**Run 1: congestion heat map**

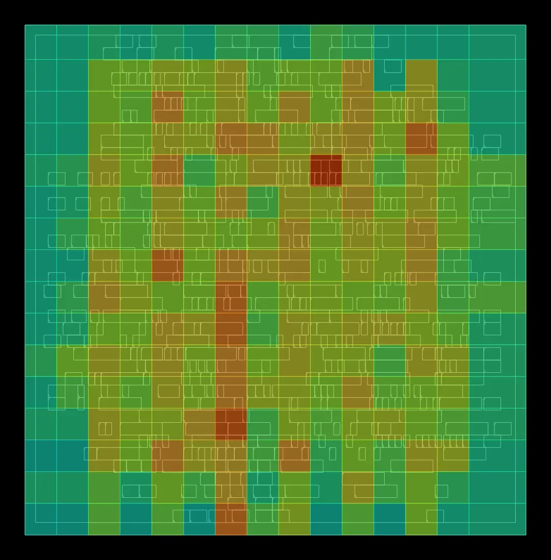
**Run 1: cells by drive strength**

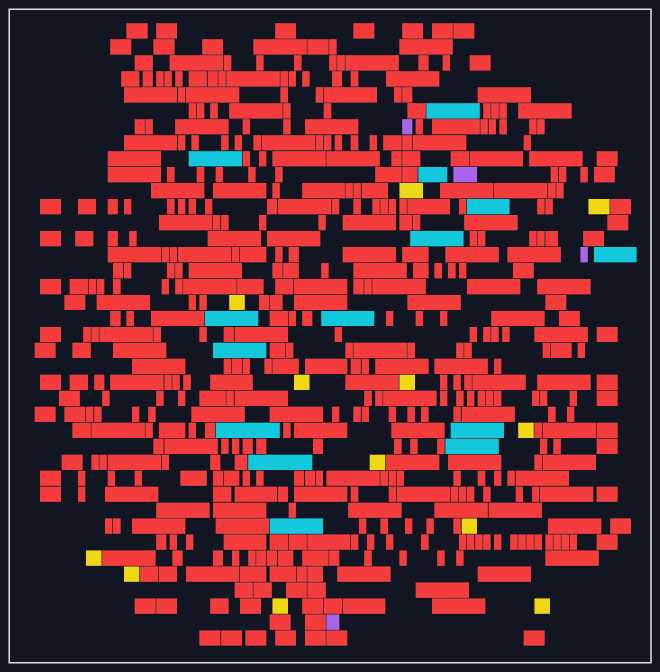
**Run 1: routed metal, one color a layer**

Only two layers are drawn.
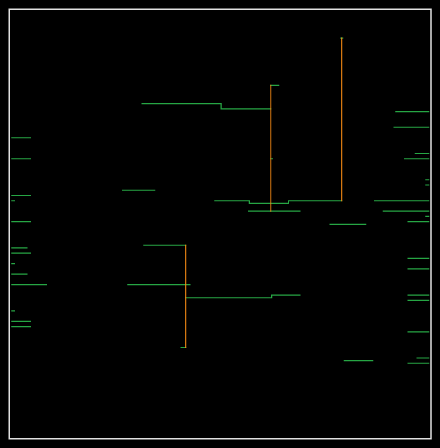
--- src/rtl/pipelined_ripple_adder.sv ---
// pipelined_ripple_adder: pipelined add/subtract, one CHUNK-bit ripple per stage
//   clk, rst            : clock, asynchronous active-high reset
//   in_valid / in_ready : operand handshake (in_ready = !out_valid || out_ready)
//   a, b, cin, sub      : operands; sub=1 computes a-b as a+~b+1, ignoring cin
//   out_valid/out_ready : result handshake
//   sum, cout, ovf      : result, carry out (no-borrow for sub), signed overflow
module pipelined_ripple_adder #(
    parameter int WIDTH = 16,
    parameter int CHUNK = 4
) (
    input  logic             clk,
    input  logic             rst,
    input  logic             in_valid,
    output logic             in_ready,
    input  logic [WIDTH-1:0] a,
    input  logic [WIDTH-1:0] b,
    input  logic             cin,
    input  logic             sub,
    output logic             out_valid,
    input  logic             out_ready,
    output logic [WIDTH-1:0] sum,
    output logic             cout,
    output logic             ovf
);
    localparam int STAGES = WIDTH / CHUNK;
    // Stage k holds operand A with slices 0..k already replaced by their sum
    // slices, so the last stage's A register is the finished sum.
    logic             rv [STAGES];
    logic             rc [STAGES];
    logic             ro [STAGES];
    logic [WIDTH-1:0] ra [STAGES];
    logic [WIDTH-1:0] rb [STAGES];
    logic             iv [STAGES];
    logic             ic [STAGES];
    logic             nc [STAGES];
    logic             no [STAGES];
    logic [WIDTH-1:0] ia [STAGES];
    logic [WIDTH-1:0] ib [STAGES];
    logic [WIDTH-1:0] na [STAGES];
    logic [CHUNK:0]   t  [STAGES];
    logic             adv;

    assign adv       = !rv[STAGES-1] || out_ready;
    assign in_ready  = adv;
    assign out_valid = rv[STAGES-1];
    assign sum       = ra[STAGES-1];
    assign cout      = rc[STAGES-1];
    assign ovf       = ro[STAGES-1];

    always_comb begin
        iv[0] = in_valid;
        ia[0] = a;
        ib[0] = sub ? ~b : b;
        ic[0] = sub ? 1'b1 : cin;
        for (int k = 1; k < STAGES; k++) begin
            iv[k] = rv[k-1];
            ia[k] = ra[k-1];
            ib[k] = rb[k-1];
            ic[k] = rc[k-1];
        end
    end

    always_comb begin
        for (int k = 0; k < STAGES; k++) begin
            t[k]  = {1'b0, ia[k][k*CHUNK +: CHUNK]} + {1'b0, ib[k][k*CHUNK +: CHUNK]}
                  + {{CHUNK{1'b0}}, ic[k]};
            na[k] = ia[k];
            na[k][k*CHUNK +: CHUNK] = t[k][CHUNK-1:0];
            nc[k] = t[k][CHUNK];
            // carry into the slice MSB is recovered as sum ^ a ^ b at that bit
            no[k] = t[k][CHUNK] ^ t[k][CHUNK-1] ^ ia[k][k*CHUNK+CHUNK-1] ^ ib[k][k*CHUNK+CHUNK-1];
        end
    end

    always_ff @(posedge clk or posedge rst) begin
        if (rst) begin
            for (int k = 0; k < STAGES; k++) begin
                rv[k] <= 1'b0;
                rc[k] <= 1'b0;
                ro[k] <= 1'b0;
                ra[k] <= '0;
                rb[k] <= '0;
            end
        end else if (adv) begin
            for (int k = 0; k < STAGES; k++) begin
                rv[k] <= iv[k];
                rc[k] <= nc[k];
                ro[k] <= no[k];
                ra[k] <= na[k];
                rb[k] <= ib[k];
            end
        end
    end
endmodule

--- config.mk ---
export PLATFORM = sky130hd
export DESIGN_NAME = pipelined_ripple_adder
export DESIGN_NICKNAME = d
export VERILOG_FILES = /design/src/rtl/pipelined_ripple_adder.sv
export SDC_FILE = /design/constraint.sdc
export NUM_CORES = 1
export LEC_CHECK = 0
export CAP_MARGIN = 10
export CORE_AREA = 2 2 107 109
export CTS_CLUSTER_SIZE = 20
export DETAILED_ROUTE_END_ITERATION = 16
export DIE_AREA = 0 0 109 111
export SYNTH_ARGS = -nofsm -noshare
export SYNTH_HDL_FRONTEND = slang
export SYNTH_SLANG_ARGS = --single-unit
--- constraint.sdc ---
create_clock -name clk -period 2.6 [get_ports clk]
set_clock_uncertainty 0.05 [all_clocks]
set_input_delay 0.26 -clock clk [delete_from_list [all_inputs] [get_ports clk]]
set_output_delay 0.26 -clock clk [all_outputs]
set_load 0.03 [all_outputs]
==> summary.log, run 1 <==
[clock_network] number of cells upsized or downsized after cts 0
[cells_and_area] total non-filler cell area in the finished layout 5340 sq um
[place] Worst Setup Slack post-DPL 0.00650 ns
[pwr] Static Leakage 0.00262 uW
[cells_and_area] non-filler cells in the finished layout 657
[clock_network] total number of clock tree sinks 97
[floorplan] die extent in x 109 microns
[clock_network] number of CTS-inserted buffers 9
[clock_network] clock root buffer clkbuf_16
[synthesis] Main area contributors dfrtp_1 57%, nand2_1 19%, fa_1 3.7%
[flow_run] number of warning messages in the logs 28
[routing] wirelength, routed 7460 microns
[clock_network] worst-skew pair later-pin latency 0.34 ns
[synthesis] library cell with the largest summed area after synthesis dfrtp_1
[place] final weighted congestion of routability-driven global placement 0.739
[grt] total gr overflow 0
[floorplan] Std-Cell Core Area 11100 sq um
[critical_path] FF-to-FF Start ic[0]
[grt] total routing resource utilization after global routing 13.9%
[synthesis] Yosys cell types 26
[critical_path] highest net fanout along the worst path 7
[cells_and_area] Inserted Diodes 0
[critical_path] flop2flop setup slack 0.40 ns
[synthesis] Synth top area share 56.6%
[synthesis] proportion of register bits with asynchronous set or reset after synthesis 100%
[cells_and_area] Finished Core Util 48.2%
[synthesis] gate count after technology mapping 455
[synthesis] #FFs+latches synth 97
[routing] vias per inst 4.46
[synthesis] mean instance size in the synthesized netlist 9.43 sq um
[timing] minimum clock period 2.23 ns
[cells_and_area] Top Layout Cells 213 x nand2_1, 97 x dfrtp_1, 56 x clkdlybuf4s50_1
[critical_path] CP top delay family adder cells
[place] number of cells after detailed placement 642
[synthesis] Most used DFF post-synth dfrtp_1
[synthesis] total of warnings raised by yosys 0
[critical_path] number of logic stages on the critical path including buffering 8
[clock_network] clock tree from TritonCTS done
[grt] wire length of the first global-routing pass 13400 microns
[cells_and_area] combinational cell area excluding buffers and inverters 1700 sq um
[cells_and_area] area growth from synthesis to layout 24.4%
[grt] vias in the first global route 2992
[timing] transition time at the pin with the least slew margin 0.510 ns
[place] total half-perimeter wirelength after legalization and detailed placement 5180 microns
[critical_path] worst endpoint data arrival time 2.38 ns
[critical_path] crit path from sub
[routing] count of unresolved DRC violations after routing 0
[critical_path] Critical Setup Path Class in -> reg
[timing] final setup margin 0.371 ns
[synthesis] count of flip-flops with a built-in enable after synthesis 0
[timing] Hold Vio Cnt, Final 0
[flow_run] count of max-cap constraint violations 0
[routing] number of nets with antenna violations after routing 0
[pwr] total power consumption of the routed design 6450 uW
[clock_network] # H-tree levels 3
[synthesis] library cell with the highest instance count after synthesis nand2_1
[floorplan] Core Density at Floorplan 38.7%
[critical_path] cell chain of the critical path clkdlybuf4s50_1 -> buf_4 -> or2_2 -> fa_1 -> fa_1 -> a21o_1 -> a21oi_1 -> a21oi_1
[timing] setup TNS after final layout 0 ns
[cells_and_area] sequential cell area 2430 sq um
[synthesis] cell area after technology mapping 4290 sq um
[routing] routed vias 2928
[grt] maximum number of pins on one net before global-route repair 102
[critical_path] Worst setup SP type input pin
[run_status] outcome finished clean
[clock_network] number of buffers on the longest clock path 2
[routing] DR iter-0 viols 119
[grt] number of antenna violations at the first check in global routing 0
[synthesis] net count entering floorplan 513
[clock_network] number of buffers inserted by post-CTS setup repair 0
[floorplan] die area 12100 sq um
[timing] RSZ-0062 raised after global routing no
[timing] upper clock frequency limit 0.449 GHz
[critical_path] end point of the critical path ic[2]
About 'congestion heat map':
Most Used Layer, Global Route: met2
average routed wire per standard cell: 11.4 microns

About 'cells by drive strength':
| size | color | cells |
|---|---|---|
| _6 and larger | cyan | 14 |
| _2 cells | purple | 4 |
| _0 and _1 cells | red | 484 |
| _3 and _4 cells | yellow | 12 |

About 'routed metal, one color a layer':
| layer | color | wire length |
|---|---|---|
| metal 4 | orange | 101 microns |
| metal 3 | green | 316 microns |

==> run 1: worst min-delay path by stage <==
stage               cells after the start   endpoint  startpoint  slack (ns)
CTS                                     2      ia[4]         rst        0.28
finish                                  2     ia[19]         rst        0.26
global route                            2      ia[2]         rst        0.31
global placement                        1  out_valid       iv[0]        0.39
floorplan                               2     ia[40]        a[8]        0.32
detailed placement                      2      iv[0]       iv[0]        0.40
==> run 1: sequential cells by signal, indices dropped and copies added, names as in the netlist <==
signal	count
cout	1
ia	48
ib	24
ic	3
iv	3
out_valid	1
ovf	1
sum	16
==> run 1: cell families after synthesis <==
logic type                 count (synthesis)  share of synthesized area [%]
and+or+nand+nor                          229                           20.6
adders and majority gates                 20                           7.23
buffers and inverters                     36                           3.88
DFF                                       97                           56.6
muxes                                      1                          0.263
AOI/OAI and AO/OA                         46                           5.78
xor gates and xnor gates                  26                           5.63
==> run 1: report_power, final <==
| group | internal, uW | leakage [uW] | switching [uW] |
|---|---|---|---|
| Sequential | 2190 | 0.00117 | 360 |
| Combinational | 1120 | 0.00130 | 1390 |
| Clock | 863 | 0.000153 | 523 |
| Total | 4170 | 0.00262 | 2280 |
==> run 1: metal layers <==
layer / vias up / track usage, % / wire, microns
li1: 1519 / - / -
met1: 1351 / 19.1 / 3650
met2: 49 / 21.3 / 3390
met3: 9 / 3.82 / 316
met4: 0 / 4.36 / 101
met5: - / 0 / 0
==> run 1: layout make-up <==
| class | count | area share, % |
|---|---|---|
| inverters | 13 | 0.985 |
| multi-input cells | 322 | 31.8 |
| repair buffers | 67 | 12.5 |
| clock inverters | 3 | 1.22 |
| well taps | 143 | 3.35 |
| clock buffers | 12 | 4.62 |
| flip-flops and latches | 97 | 45.5 |
**Run 1: logic cells by family**

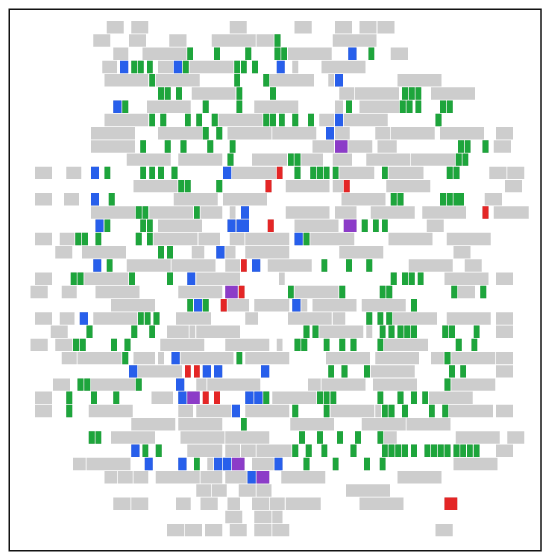

==> inputs of run 2 (changes only) <==
CELL_PAD_IN_SITES_DETAIL_PLACEMENT = 0   (was default)
CELL_PAD_IN_SITES_GLOBAL_PLACEMENT = 1   (was default)
CORE_AREA = 2 2 110 112   (was 2 2 107 109)
DIE_AREA = 0 0 112 114   (was 0 0 109 111)
PLACE_DENSITY_LB_ADDON = 0.1   (was default)
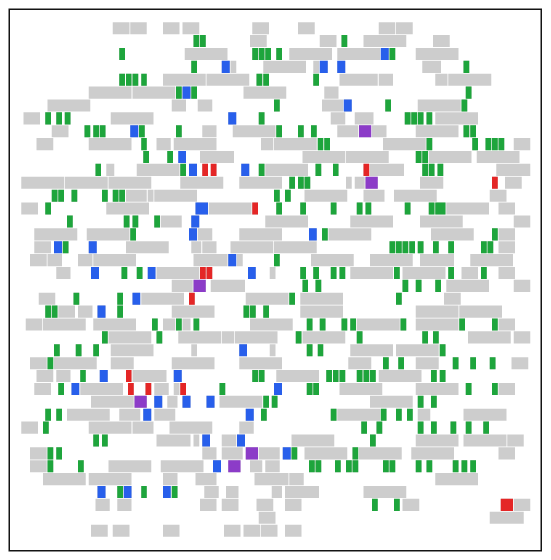
**Above:** run 2 (logic cells by family).
| family | color | cells | most used |
|---|---|---|---|
| inverting AOI/OAI gates | blue | 40 | o21ai_0 |
| inverters | red | 13 | inv_1 |
| AND-OR and OR-AND gates | purple | 6 | a21o_1 |
| NAND gates | green | 214 | nand2_1 |

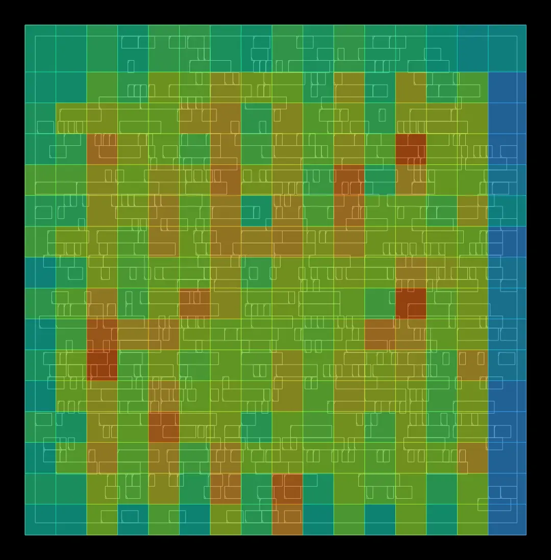
**Above:** run 2 (congestion heat map).
Finished Core Util: 45.5%
global routing met1 resource utilization: 18.9%
total routing resource utilization after global routing: 13.4%
GRT met3 Usage: 3.29%
met2 track demand over resource: 20.3%

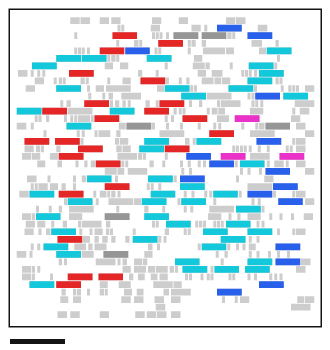
**Above:** run 2 (sequential cells grouped by signal name).
Scale bar: 20 microns. Other sequential cells in the stronger gray, the rest of the logic in the fainter gray.
| signal | color | flops |
|---|---|---|
| `ia` | cyan | 48 |
| `ib` | red | 24 |
| `sum` | blue | 16 |
| `iv` | magenta | 3 |
sequential power: 2550 uW
sequential cell area: 2430 sq um
flop share of the area: 45.6%

==> run 2 against run 1 <==
- setup slack improved by 0.028 ns
- sequential share of layout area up 0.064 points
- clock power fell by 8%
- largest power group unchanged
- highest routed layer unchanged
==> summary.log, run 2 <==
[run_status] outcome finished clean [unchanged]
[floorplan] Std-Cell Core Area 11700 sq um [was 11100 sq um]
[clock_network] number of cells upsized or downsized after cts 0 [unchanged]
[place] total half-perimeter wirelength after legalization and detailed placement 5260 microns [was 5180 microns]
[synthesis] Synth top area share 56.6% [unchanged]
[flow_run] count of max-cap constraint violations 0 [unchanged]
[synthesis] count of flip-flops with a built-in enable after synthesis 0 [unchanged]
[critical_path] worst endpoint data arrival time 2.37 ns [was 2.38 ns]
[synthesis] proportion of register bits with asynchronous set or reset after synthesis 100% [unchanged]
[routing] routed vias 2908 [was 2928]
[routing] wirelength, routed 7960 microns [was 7460 microns]
[critical_path] Critical Setup Path Class in -> reg [unchanged]
[cells_and_area] area growth from synthesis to layout 24.2% [was 24.4%]
[cells_and_area] Inserted Diodes 0 [unchanged]
[place] final weighted congestion of routability-driven global placement 0.734 [was 0.739]
[critical_path] highest net fanout along the worst path 3 [was 7]
[routing] DR iter-0 viols 140 [was 119]
[synthesis] library cell with the highest instance count after synthesis nand2_1 [unchanged]
[synthesis] #FFs+latches synth 97 [unchanged]
[synthesis] library cell with the largest summed area after synthesis dfrtp_1 [unchanged]
[floorplan] die area 12800 sq um [was 12100 sq um]
[cells_and_area] combinational cell area excluding buffers and inverters 1700 sq um [unchanged]
[grt] number of antenna violations at the first check in global routing 0 [unchanged]
[synthesis] Yosys cell types 26 [unchanged]
[timing] upper clock frequency limit 0.454 GHz [was 0.449 GHz]
[timing] RSZ-0062 raised after global routing no [unchanged]
[timing] Hold Vio Cnt, Final 0 [unchanged]
[pwr] Static Leakage 0.00262 uW [about the same]
[place] Worst Setup Slack post-DPL 0.0237 ns [was 0.00650 ns]
[routing] Top Layer Used met4 [unchanged]
[clock_network] number of buffers inserted by post-CTS setup repair 0 [unchanged]
[synthesis] gate count after technology mapping 455 [unchanged]
[clock_network] # H-tree levels 3 [unchanged]
[routing] vias per inst 4.40 [was 4.46]
[timing] transition time at the pin with the least slew margin 0.541 ns [was 0.510 ns]
[flow_run] number of warning messages in the logs 28 [unchanged]
[synthesis] Main area contributors dfrtp_1 57%, nand2_1 19%, fa_1 3.7% [unchanged]
[clock_network] total number of clock tree sinks 97 [unchanged]
[routing] count of unresolved DRC violations after routing 0 [unchanged]
[cells_and_area] number of flip-flops under the largest register name 48 [unchanged]
run 2: cell counts after synthesis:
No cell type changed its count.
run 2: worst paths after layout:
kind / from / to / slack, ns / depth (start not counted)
setup / recovery: sub / ic[2] / 0.40 / 7
hold / removal: rst / sum[6] / 0.35 / 3
setup reg to reg: ic[0] / ovf / 0.41 / 9
hold reg to reg: iv[0] / out_valid / 0.40 / 1
max in group asynchronous: rst / ib[31] / 1.72 / 3
min in group clk: a[4] / ia[36] / 0.40 / 3
run 2: metal layers:
layer / track usage (%) / vias to the layer above
met1: 18.9 / 1341
met2: 20.3 / 46
li1: - / 1514
met3: 3.29 / 7
met4: 4.39 / 0
met5: 0 / -
run 2: stage by stage:
step / area [sq um] / hold WS [ns] / cells
2_1_floorplan: 4290 / 0.322 / 455
3_3_place_gp: 5030 / 0.397 / 645
3_5_place_dp: 5030 / 0.392 / 645
4_1_cts: 5330 / 0.391 / 661
5_1_grt: 5330 / 0.413 / 661
6_report: 5330 / 0.349 / 661
run 2: final cells by class:
class	count	area share (%)
sequential	97	45.6
multi-input combinational	322	31.8
timing repair buffer	66	12.6
clock buffer	14	5.33
tap	147	3.45
inverter	13	0.986
clock inverter	2	0.188
run 2: power breakdown:
part           switching [uW]  internal, uW  total [uW]
clock                     527           750        1280
combinational            1410          1130        2530
sequential                365          2190        2550
run 2: cells by family after synthesis:
kind of cell	after synthesis	synth area share [%]
and+or+nand+nor	229	20.6
DFF	97	56.6
AOI/OAI and AO/OA	46	5.78
buffers and inverters	36	3.88
xor gates and xnor gates	26	5.63
adders and majority gates	20	7.23
muxes	1	0.263
run 2: critical path, cell delays in order:
cell and delay [ns]:
clkdlybuf4s50_1 0.54, or2_2 0.36, fa_1 0.41, fa_1 0.39, a21o_1 0.18, a21oi_1 0.14
a21oi_1 0.08
**Run 2: routed metal, one color a layer**

Only two layers are drawn.
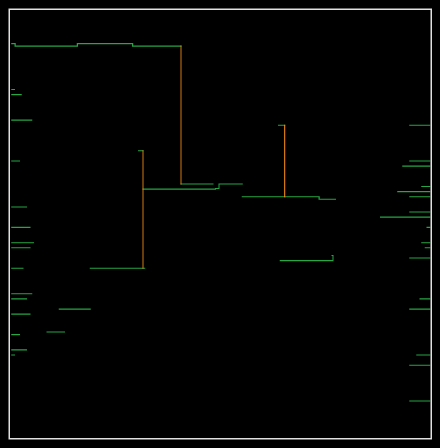

==> inputs of run 3 (changes only) <==
clock period = 1.9 ns   (was 2.6 ns; I/O delays follow)
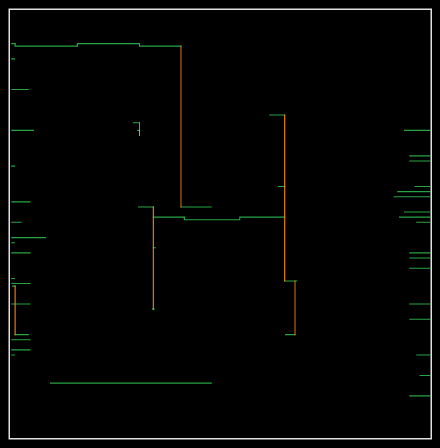
**Above:** run 3 (routed metal, one color a layer).
Only two layers are drawn.
average routed wire per standard cell: 11.9 microns
routed vias: 2933
wirelength, routed: 7950 microns
total routing resource utilization after global routing: 13.7%

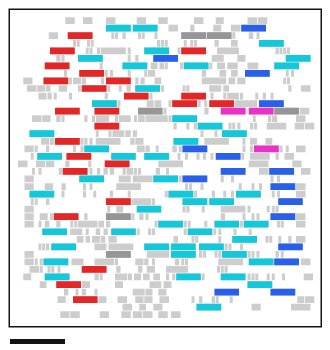
**Above:** run 3 (sequential cells grouped by signal name).
Scale bar: 20 microns. Other sequential cells in the stronger gray, the rest of the logic in the fainter gray.
| signal | color | flops |
|---|---|---|
| `ia` | cyan | 48 |
| `iv` | magenta | 3 |
| `ib` | red | 24 |
| `sum` | blue | 16 |
not colored: 6
flop share of the area: 45.1%
Finished Core Util: 46.0%
sequential power: 3480 uW

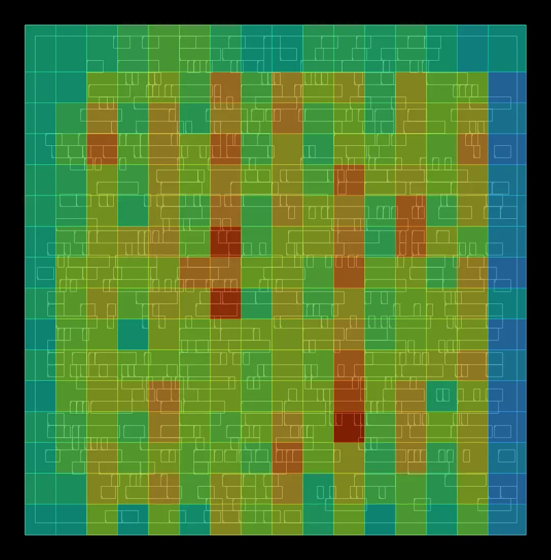
**Above:** run 3 (congestion heat map).
met2 track demand over resource: 21.8%
GRT met3 Usage: 2.55%
global routing met1 resource utilization: 18.5%

==> run 3 against run 2 <==
- the flow now finishes with violations (negative setup slack)
- critical path type is now reg -> reg
- critical path depth grew 2
- largest cell class unchanged
- setup slack worse by 0.51 ns
- highest routed layer unchanged
- core utilization is 0.51 points higher
==> summary.log, run 3 <==
[grt] Most Used Layer, Global Route met2 [unchanged]
[routing] wire length on met1 4060 microns [was 4080 microns]
[synthesis] Main area contributors dfrtp_1 57%, nand2_1 19%, fa_1 3.7% [unchanged]
[synthesis] Synth top area share 56.6% [unchanged]
[synthesis] library cell with the highest instance count after synthesis nand2_1 [unchanged]
[cells_and_area] number of flip-flops under the largest register name 48 [unchanged]
[routing] met2 wire length 3440 microns [was 3500 microns]
[critical_path] Critical Setup Path Class reg -> reg [was in -> reg]
[pwr] total power consumption of the routed design 8800 uW [was 6360 uW]
[critical_path] worst flop-to-flop path endpoint ovf [unchanged]
[synthesis] proportion of register bits with asynchronous set or reset after synthesis 100% [unchanged]
[critical_path] flop2flop setup slack -0.11 ns [was 0.41 ns]
[clock_network] # H-tree levels 3 [unchanged]
[synthesis] net count entering floorplan 513 [unchanged]
[synthesis] Most used DFF post-synth dfrtp_1 [unchanged]
[place] total half-perimeter wirelength after legalization and detailed placement 5200 microns [was 5260 microns]
[cells_and_area] area growth from synthesis to layout 25.6% [was 24.2%]
[grt] maximum number of pins on one net before global-route repair 98 [was 102]
[run_status] failing checks negative setup slack
[clock_network] clock root buffer clkbuf_16 [unchanged]
[cells_and_area] combinational cell area excluding buffers and inverters 1710 sq um [was 1700 sq um]
[critical_path] highest net fanout along the worst path 2 [was 3]
[timing] Finish-stage setup viols 1 [was 0]
[routing] DR iter-0 viols 112 [was 140]
[timing] setup TNS after final layout -0.108 ns [was 0 ns]
[timing] final setup margin -0.108 ns [was 0.400 ns]
[cells_and_area] Top Layout Cells 213 x nand2_1, 97 x dfrtp_1, 55 x clkdlybuf4s50_1 [was 213 x nand2_1, 97 x dfrtp_1, 56 x clkdlybuf4s50_1]
[place] DP Area 5090 sq um [was 5030 sq um]
[place] Worst Setup Slack post-DPL -0.437 ns [was 0.0237 ns]
[routing] detailed route wirelength on metal3 306 microns [was 291 microns]
[critical_path] number of cell instances on the worst register-to-register path 9 [unchanged]
[timing] minimum clock period 2.01 ns
[critical_path] worst endpoint data arrival time 2.22 ns [was 2.37 ns]
[clock_network] clock tree from TritonCTS done [unchanged]
[synthesis] gate count after technology mapping 455 [unchanged]
[synthesis] count of flip-flops with a built-in enable after synthesis 0 [unchanged]
[place] final weighted congestion of routability-driven global placement 0.764 [was 0.734]
[pwr] Static Leakage 0.00264 uW [was 0.00262 uW]
[floorplan] Core Density at Floorplan 36.6% [unchanged]
[critical_path] Worst setup SP type flip-flop [was input pin]
[timing] upper clock frequency limit 0.498 GHz
[grt] number of antenna violations at the first check in global routing 1 [was 0]
[synthesis] mean instance size in the synthesized netlist 9.43 sq um [unchanged]
[routing] count of unresolved DRC violations after routing 0 [unchanged]
[floorplan] Std-Cell Core Area 11700 sq um [unchanged]
[critical_path] CP top delay family adder cells [unchanged]
[floorplan] die extent in x 112 microns [unchanged]
[grt] vias in the first global route 2952 [was 2869]
[timing] Hold Vio Cnt, Final 0 [unchanged]
[critical_path] FF-to-FF Start ia[12] [was ic[0]]
[clock_network] number of buffers on the longest clock path 2 [unchanged]
[routing] Top Layer Used met4 [unchanged]
[routing] number of nets with antenna violations after routing 0 [unchanged]
[critical_path] Buf+Inv Stages, Crit Path 2 [was 1]
[grt] wire length of the first global-routing pass 14000 microns [was 13800 microns]
[run_status] outcome finished with violations [was finished clean]
[timing] RSZ-0062 raised after global routing yes [was no]
[critical_path] CP max stage cell dfrtp_1 [was clkdlybuf4s50_1]
[synthesis] library cell with the largest summed area after synthesis dfrtp_1 [unchanged]
[clock_network] number of CTS-inserted buffers 9 [unchanged]
[cells_and_area] Inserted Diodes 0 [unchanged]
## run 3: cell types whose count changed in the layout (fill, tap and decap cells not counted), sizes merged
cell,change
clkdlybuf4s50,-1
dlygate4sd2,+1
clkbuf,-3
clkinvlp,+1
buf,+7
clkinv,+2
## run 3: cell type report
| class | instances | area share [%] |
|---|---|---|
| Tap cell | 147 | 3.41 |
| Clock inverter | 5 | 0.581 |
| Timing Repair Buffer | 73 | 13.7 |
| Clock buffer | 11 | 4.51 |
| Multi-Input combinational cell | 322 | 31.8 |
| Sequential cell | 97 | 45.1 |
| Inverter | 13 | 0.975 |
## run 3: worst max path at each step
stage	depth (start not counted)	slack, ns	endpoint	from
after floorplan	8	-0.09	ic[2]	sub
after global placement	7	-0.40	ic[2]	sub
after detailed placement	7	-0.44	ic[2]	sub
after CTS	9	-0.14	ovf	ic[0]
after global routing	9	-0.23	ovf	ib[12]
final	9	-0.11	ovf	ia[12]
## run 3: cells by family after synthesis
logic type | share of synthesized area (%)
flip-flops | 56.6
AND/OR/NAND/NOR | 20.6
multiplexers | 0.263
adder cells (fa/ha/maj) | 7.23
buffers and inverters | 3.88
AND-OR/OR-AND | 5.78
XOR/XNOR | 5.63
## run 3: report_power, final
group | internal [uW] | switching (uW)
logic | 1680 | 1960
clock network | 919 | 761
registers | 2990 | 489
total | 5590 | 3210
## run 3: stage by stage
stage | cells | hold WS, ns
after floorplan | 455 | 0.252
after global placement | 649 | 0.393
after detailed placement | 649 | 0.396
after CTS | 667 | 0.317
after global routing | 668 | 0.327
final | 668 | 0.291
## run 3: tightest hold or removal path: cells and delay by family
family	cells	cell delay (ns)
buffers and inverters	3	0.93
## run 3: repair_timing
action,4_1_cts,5_1_grt
endpoints found under the setup margin,3,3
gates resized,3,0
setup buffers,2,3
pin swaps,3,3
Power figures rest on the tool's default switching activity, not on a simulated workload.
